<file path="src/rtl/cmd_dispatch_v2.sv">
// -----------------------------------------------------------------------------
// cmd_dispatch_v2
//
// Command dispatcher sitting between the UART command aggregator and the
// shared SPI master. Decodes a 24-bit command and issues exactly one SPI
// transaction to one of:
//   - a gain channel,
//   - the trigger DAC, or
//   - the EEPROM.
// It then returns a single response byte (ACK, NACK or EEPROM read data)
// through a send/sent handshake. Every output comes straight from a
// flip-flop; there is no combinational path from any input to any output.
//
// Parameters
//   NUM_CH   number of analog gain channels (legal 1..4)
//   TMO_CYC  SPI watchdog limit in clk cycles (only with CMD_TIMEOUT_EN)
//
// Optional feature (compile-time macro)
//   CMD_TIMEOUT_EN  when defined, a watchdog aborts a transaction whose
//                   SPI_done never arrives and answers NACK. When not
//                   defined, XFER waits for SPI_done indefinitely.
//
// Ports
//   clk          in   clock, rising edge
//   rst_n        in   asynchronous active-low reset
//   cmd          in   [23:16] opcode, [15:0] payload
//   cmd_rdy      in   command valid (level, held until cleared)
//   clr_cmd_rdy  out  one-cycle pulse: cmd has been consumed
//   resp_data    out  response byte, stable from send_resp to next response
//   send_resp    out  one-cycle pulse: transmit resp_data
//   resp_sent    in   UART transmit complete
//   ss           out  one-hot slave select
//                       [NUM_CH-1:0] gain channels
//                       [NUM_CH]     trigger DAC
//                       [NUM_CH+1]   EEPROM
//   wrt_SPI      out  one-cycle pulse: start the SPI transaction
//   SPI_data     out  SPI word, held for the whole transaction
//   EEP_data     in   EEPROM read byte, valid while SPI_done is high
//   SPI_done     in   one-cycle pulse: transaction complete
// -----------------------------------------------------------------------------
module cmd_dispatch_v2 #(
  parameter int unsigned NUM_CH  = 3,
  parameter int unsigned TMO_CYC = 1023
) (
  input  logic              clk,
  input  logic              rst_n,
  input  logic [23:0]       cmd,
  input  logic              cmd_rdy,
  output logic              clr_cmd_rdy,
  output logic [7:0]        resp_data,
  output logic              send_resp,
  input  logic              resp_sent,
  output logic [NUM_CH+1:0] ss,
  output logic              wrt_SPI,
  output logic [15:0]       SPI_data,
  input  logic [7:0]        EEP_data,
  input  logic              SPI_done
);

  // ---------------------------------------------------------------------------
  // Constants
  // ---------------------------------------------------------------------------
  localparam int unsigned SS_W     = NUM_CH + 2;
  localparam int unsigned TRIG_BIT = NUM_CH;
  localparam int unsigned EEP_BIT  = NUM_CH + 1;

  localparam logic [7:0] OP_CONFIG_GAIN  = 8'h02;
  localparam logic [7:0] OP_SET_TRIGGER  = 8'h03;
  localparam logic [7:0] OP_WRITE_EEPROM = 8'h08;
  localparam logic [7:0] OP_READ_EEPROM  = 8'h09;

  localparam logic [7:0] RESP_ACK  = 8'hA5;
  localparam logic [7:0] RESP_NACK = 8'hEE;

  // Command byte shared by the gain amplifiers and the trigger DAC.
  localparam logic [7:0] DAC_CMD = 8'h13;

  typedef enum logic [1:0] {
    S_IDLE,
    S_XFER,
    S_WAIT_SENT
  } state_e;

  // Gain setting -> DAC code for the gain amplifiers.
  function automatic logic [7:0] gain_code(input logic [2:0] gain);
    logic [7:0] code;
    case (gain)
      3'd0:    code = 8'h02;
      3'd1:    code = 8'h05;
      3'd2:    code = 8'h09;
      3'd3:    code = 8'h14;
      3'd4:    code = 8'h28;
      3'd5:    code = 8'h46;
      3'd6:    code = 8'h6B;
      default: code = 8'hDD;
    endcase
    return code;
  endfunction

  // ---------------------------------------------------------------------------
  // State and registered outputs
  // ---------------------------------------------------------------------------
  state_e            state_q, state_d;
  logic              clr_q, clr_d;
  logic              wrt_q, wrt_d;
  logic              send_q, send_d;
  logic [SS_W-1:0]   ss_q, ss_d;
  logic [15:0]       spi_q, spi_d;
  logic [7:0]        resp_q, resp_d;
  logic              rd_q, rd_d;   // current transaction is an EEPROM read

  assign clr_cmd_rdy = clr_q;
  assign wrt_SPI     = wrt_q;
  assign send_resp   = send_q;
  assign ss          = ss_q;
  assign SPI_data    = spi_q;
  assign resp_data   = resp_q;

  // ---------------------------------------------------------------------------
  // Command decode (pure function of cmd)
  // ---------------------------------------------------------------------------
  logic [7:0]      opcode;
  logic [1:0]      gain_ch;
  logic [2:0]      gain_sel;
  logic            dec_valid;
  logic            dec_read;
  logic [SS_W-1:0] dec_ss;
  logic [15:0]     dec_word;

  assign opcode   = cmd[23:16];
  assign gain_ch  = cmd[9:8];
  assign gain_sel = cmd[12:10];

  // NOTE: every variable assigned in an always_comb gets a default at the
  // top so that no path leaves it unassigned and a latch can never be inferred.
  always_comb begin
    dec_valid = 1'b0;
    dec_read  = 1'b0;
    dec_ss    = '0;
    dec_word  = '0;
    case (opcode)
      OP_CONFIG_GAIN: begin
        // A channel beyond the configured count is rejected, not aliased.
        if (32'(gain_ch) < NUM_CH) begin
          dec_valid = 1'b1;
          dec_ss    = SS_W'(1) << gain_ch;
          dec_word  = {DAC_CMD, gain_code(gain_sel)};
        end
      end
      OP_SET_TRIGGER: begin
        dec_valid        = 1'b1;
        dec_ss[TRIG_BIT] = 1'b1;
        dec_word         = {DAC_CMD, cmd[7:0]};
      end
      OP_WRITE_EEPROM: begin
        dec_valid       = 1'b1;
        dec_ss[EEP_BIT] = 1'b1;
        dec_word        = {2'b01, cmd[13:0]};
      end
      OP_READ_EEPROM: begin
        dec_valid       = 1'b1;
        dec_read        = 1'b1;
        dec_ss[EEP_BIT] = 1'b1;
        dec_word        = {2'b00, cmd[13:8], 8'h00};
      end
      default: ;
    endcase
  end

  // SPI_done is only meaningful after the cycle that launched the transfer;
  // a pulse coincident with wrt_SPI belongs to some earlier activity.
  logic done_ok;
  assign done_ok = SPI_done && !wrt_q;

  // ---------------------------------------------------------------------------
  // Optional SPI watchdog
  // ---------------------------------------------------------------------------
  logic tmo_hit;

`ifdef CMD_TIMEOUT_EN
  localparam int unsigned TMO_W = (TMO_CYC > 1) ? $clog2(TMO_CYC + 1) : 1;

  logic [TMO_W-1:0] cnt_q, cnt_d;

  // The counter holds the number of XFER cycles already completed. The
  // limit is reached when the cycle in progress would make it TMO_CYC, so
  // the NACK leaves exactly TMO_CYC cycles after wrt_SPI.
  assign tmo_hit = (state_q == S_XFER) && (cnt_q == TMO_W'(TMO_CYC - 1));

  always_comb begin
    cnt_d = cnt_q;
    if (state_q == S_IDLE) begin
      cnt_d = '0;
    end else if (state_q == S_XFER) begin
      cnt_d = cnt_q + TMO_W'(1);
    end
  end

  always_ff @(posedge clk or negedge rst_n) begin
    if (!rst_n) begin
      cnt_q <= '0;
    end else begin
      cnt_q <= cnt_d;
    end
  end

  logic unused_cmd_bits;
  assign unused_cmd_bits = ^cmd[15:14];
`else
  assign tmo_hit = 1'b0;

  logic unused_cmd_bits;
  assign unused_cmd_bits = ^{cmd[15:14], TMO_CYC};
`endif

  // ---------------------------------------------------------------------------
  // FSM: state register (also holds every registered output)
  // ---------------------------------------------------------------------------
  // NOTE: sequential state is updated only with non-blocking assignments so
  // that every flop samples the pre-edge value of every other flop.
  always_ff @(posedge clk or negedge rst_n) begin
    if (!rst_n) begin
      state_q <= S_IDLE;
      clr_q   <= 1'b0;
      wrt_q   <= 1'b0;
      send_q  <= 1'b0;
      ss_q    <= '0;
      spi_q   <= '0;
      resp_q  <= '0;
      rd_q    <= 1'b0;
    end else begin
      state_q <= state_d;
      clr_q   <= clr_d;
      wrt_q   <= wrt_d;
      send_q  <= send_d;
      ss_q    <= ss_d;
      spi_q   <= spi_d;
      resp_q  <= resp_d;
      rd_q    <= rd_d;
    end
  end

  // ---------------------------------------------------------------------------
  // FSM: next-state logic
  // ---------------------------------------------------------------------------
  always_comb begin
    state_d = state_q;
    case (state_q)
      S_IDLE: begin
        if (cmd_rdy) begin
          state_d = dec_valid ? S_XFER : S_WAIT_SENT;
        end
      end
      S_XFER: begin
        if (done_ok || tmo_hit) begin
          state_d = S_WAIT_SENT;
        end
      end
      S_WAIT_SENT: begin
        if (resp_sent) begin
          state_d = S_IDLE;
        end
      end
      default: state_d = S_IDLE;
    endcase
  end

  // ---------------------------------------------------------------------------
  // FSM: output logic (next values of the registered outputs)
  // ---------------------------------------------------------------------------
  always_comb begin
    // Pulses default low; held values default to their current contents.
    clr_d  = 1'b0;
    wrt_d  = 1'b0;
    send_d = 1'b0;
    ss_d   = ss_q;
    spi_d  = spi_q;
    resp_d = resp_q;
    rd_d   = rd_q;
    case (state_q)
      S_IDLE: begin
        if (cmd_rdy) begin
          clr_d = 1'b1;
          if (dec_valid) begin
            wrt_d = 1'b1;
            ss_d  = dec_ss;
            spi_d = dec_word;
            rd_d  = dec_read;
          end else begin
            // Rejected command: answer straight away, touch nothing on SPI.
            ss_d   = '0;
            send_d = 1'b1;
            resp_d = RESP_NACK;
          end
        end
      end
      S_XFER: begin
        // A real completion takes priority over a watchdog expiry.
        if (done_ok) begin
          ss_d   = '0;
          send_d = 1'b1;
          resp_d = rd_q ? EEP_data : RESP_ACK;
        end else if (tmo_hit) begin
          ss_d   = '0;
          send_d = 1'b1;
          resp_d = RESP_NACK;
        end
      end
      default: ;
    endcase
  end

  // ---------------------------------------------------------------------------
  // Structural invariants
  // ---------------------------------------------------------------------------
  a_ss_onehot0 : assert property (@(posedge clk) disable iff (!rst_n)
    $onehot0(ss_q));

  a_wrt_in_xfer : assert property (@(posedge clk) disable iff (!rst_n)
    wrt_q |-> (state_q == S_XFER) && (ss_q != '0));

  a_send_in_wait : assert property (@(posedge clk) disable iff (!rst_n)
    send_q |-> (state_q == S_WAIT_SENT) && (ss_q == '0));

endmodule
</file>
<file path="config.mk">
export PLATFORM = sky130hd
export DESIGN_NAME = cmd_dispatch_v2
export DESIGN_NICKNAME = d
export VERILOG_FILES = /design/src/rtl/cmd_dispatch_v2.sv
export SDC_FILE = /design/constraint.sdc
export NUM_CORES = 1
export LEC_CHECK = 0
export CAP_MARGIN = 20
export CORE_UTILIZATION = 42
export CTS_CLUSTER_DIAMETER = 100
export CTS_CLUSTER_SIZE = 24
export DETAILED_ROUTE_END_ITERATION = 10
export PLACE_DENSITY = 0.79
export RECOVER_POWER = 100
export REMOVE_ABC_BUFFERS = 1
export SKIP_CTS_REPAIR_TIMING = 1
export SYNTH_ARGS = -nofsm -noshare
export SYNTH_HDL_FRONTEND = slang
export SYNTH_SLANG_ARGS = --single-unit
export TNS_END_PERCENT = 50
</file>
<file path="constraint.sdc">
create_clock -name clk -period 2.5 [get_ports clk]
set_input_delay 0.375 -clock clk [delete_from_list [all_inputs] [get_ports clk]]
set_output_delay 0.375 -clock clk [all_outputs]
set_load 0.05 [all_outputs]
</file>
**Signal wires on met1**

Bar = 20 µm. Cells faint in the background.
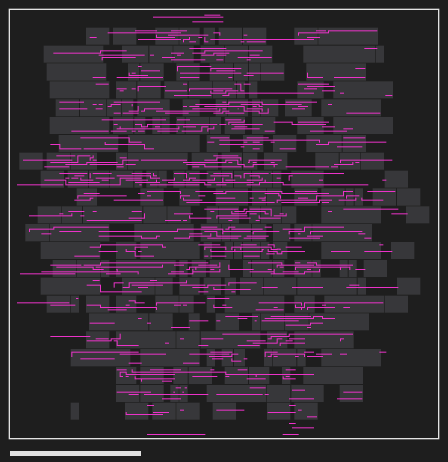
- nets with wire on the layer: 232
- longest straight run: 16.3 µm
- share of all routed wire: 39%
- main direction: horizontal
- wire length on this layer: 1800 µm

**Routing congestion**

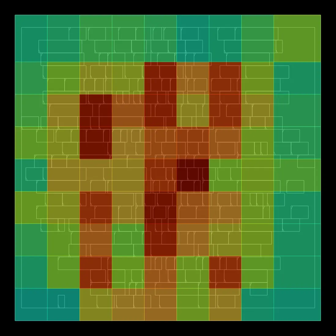
fin util: 66.24%
post-DR wirelength/cell: 17.09 µm
total track usage: 23.50%
gr busiest metal: met2
routing usage on met2: 41.24%

**Layout detail**

Bar = 5 µm. Region (39, 39) to (59, 59) µm. Cells in grey, sequential cells in the stronger grey; small squares are vias.
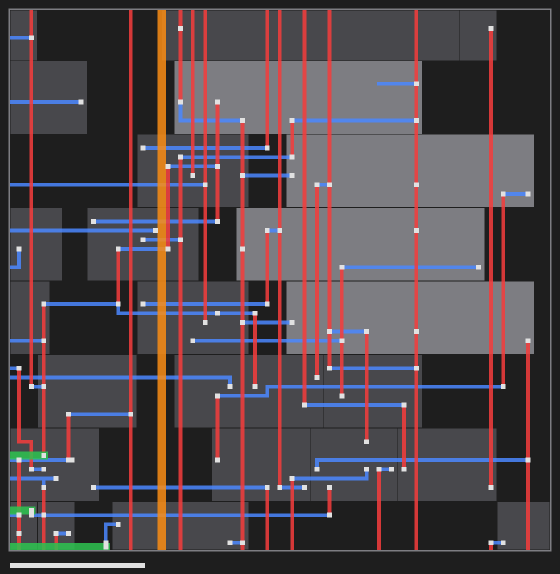
- red: M2
- blue: M1
- green: M3
- orange: M4
- netlist names of flops here include: `SPI_data` (4)
- cells with their middle in the window: 21
- most frequent: dlygate4sd3_1 (5), dfrtp_1 (4), mux2_1 (3)
- sequential cells in the window: 4

==> results_dict.tcl <==
# yosys + openroad results
set metrics [dict create \
    critPathKind "in -> reg" \
    routed-via-count 1515 \
    final-comb-area_um2 695.7 \
    rr_endpoint "SPI_data[1]" \
    cp-end-kind "flop" \
    yosysSeqAreaShare_pct 50.71 \
    finalSetupTns_ns 0 \
    synth_flops 34 \
    final-setup-viol-count 0 \
    wl_mm 4.649 \
    clock_tree.buffer_depth 2 \
    fp.coreArea_um2 3744 \
    drv_slew 35 \
    synthCells 156 \
    p_int_mw 1.102 \
    hold_depth 2 \
    crit_chain "dlygate4sd3_1 > nor3_1 > clkbuf_1 > o2111ai_1 > a21o_1 > o22a_1" \
    insertion_delay_ns 0.29 \
    synth.avg_cell_area_um2 10.76 \
    clkPwrFrac_pct 42.2 \
    rrSetupSlack_ns 0.64 \
    edf_count 0 \
    gp_congestion 0.8676 \
    hp-class "reg -> reg" \
    synth_area_um2 1678 \
    max-cap-violations 1 \
    met3WireLength_um 236 \
    diodes 0 \
    drt_iter0_markers 77 \
    dr_wl_met2_mm 2.460 \
    yosysWarningCount 0 \
    period_used_pct 89.05 \
    dieWidth_um 65.21 \
    status "complete, but fails checks" \
    numClockSinks 34 \
    fp_util_pct 44.82 \
    violations "max-capacitance violations, max-slew violations" \
]
-- cell type report --
cell class	count	area share (%)
Inverter	12	2.018
Timing Repair Buffer	71	27.45
Tap cell	48	2.422
Sequential cell	34	34.31
Clock buffer	6	3.330
Multi-Input combinational cell	99	28.05
Clock inverter	2	2.422
-- synth_stat cells (all sizes together), types with 2 or more instances --
| cell type | number | area share (%) |
|---|---|---|
| a21o | 2 | 0.89 |
| a22o | 3 | 1.6 |
| a2bb2oi | 4 | 2.1 |
| buf | 4 | 2.6 |
| clkbuf | 7 | 1.6 |
| dfrtp | 34 | 51 |
| inv | 11 | 2.5 |
| mux2 | 7 | 5.6 |
| mux2i | 3 | 1.8 |
| nand2 | 13 | 2.9 |
| nand2b | 3 | 1.1 |
| nand3 | 2 | 0.60 |
| nand4 | 2 | 0.75 |
| nor2 | 5 | 1.1 |
| nor2b | 3 | 1.1 |
| nor3 | 3 | 0.89 |
| o2111ai | 8 | 4.2 |
| o21ai | 12 | 3.6 |
| o22a | 3 | 1.6 |
| o31ai | 4 | 1.8 |
| or3b | 2 | 1.0 |
| xor2 | 2 | 1.0 |
-- metrics by stage --
| step | power (mW) | instances |
|---|---|---|
| final | 1.464 | 272 |
| after global routing | 1.516 | 272 |
| after CTS | 1.486 | 272 |
| after detailed placement | 0.8637 | 264 |
| after global placement | 0.8573 | 264 |
| after floorplan | 0.7289 | 145 |
-- sequential cells by signal, indices dropped and copies added, names as in the netlist --
name	flops
SPI_data	15
resp_data	8
ss	5
state_q	2
clr_cmd_rdy	1
rd_q	1
send_resp	1
wrt_SPI	1
Power figures rest on the tool's default switching activity, not on a simulated workload.
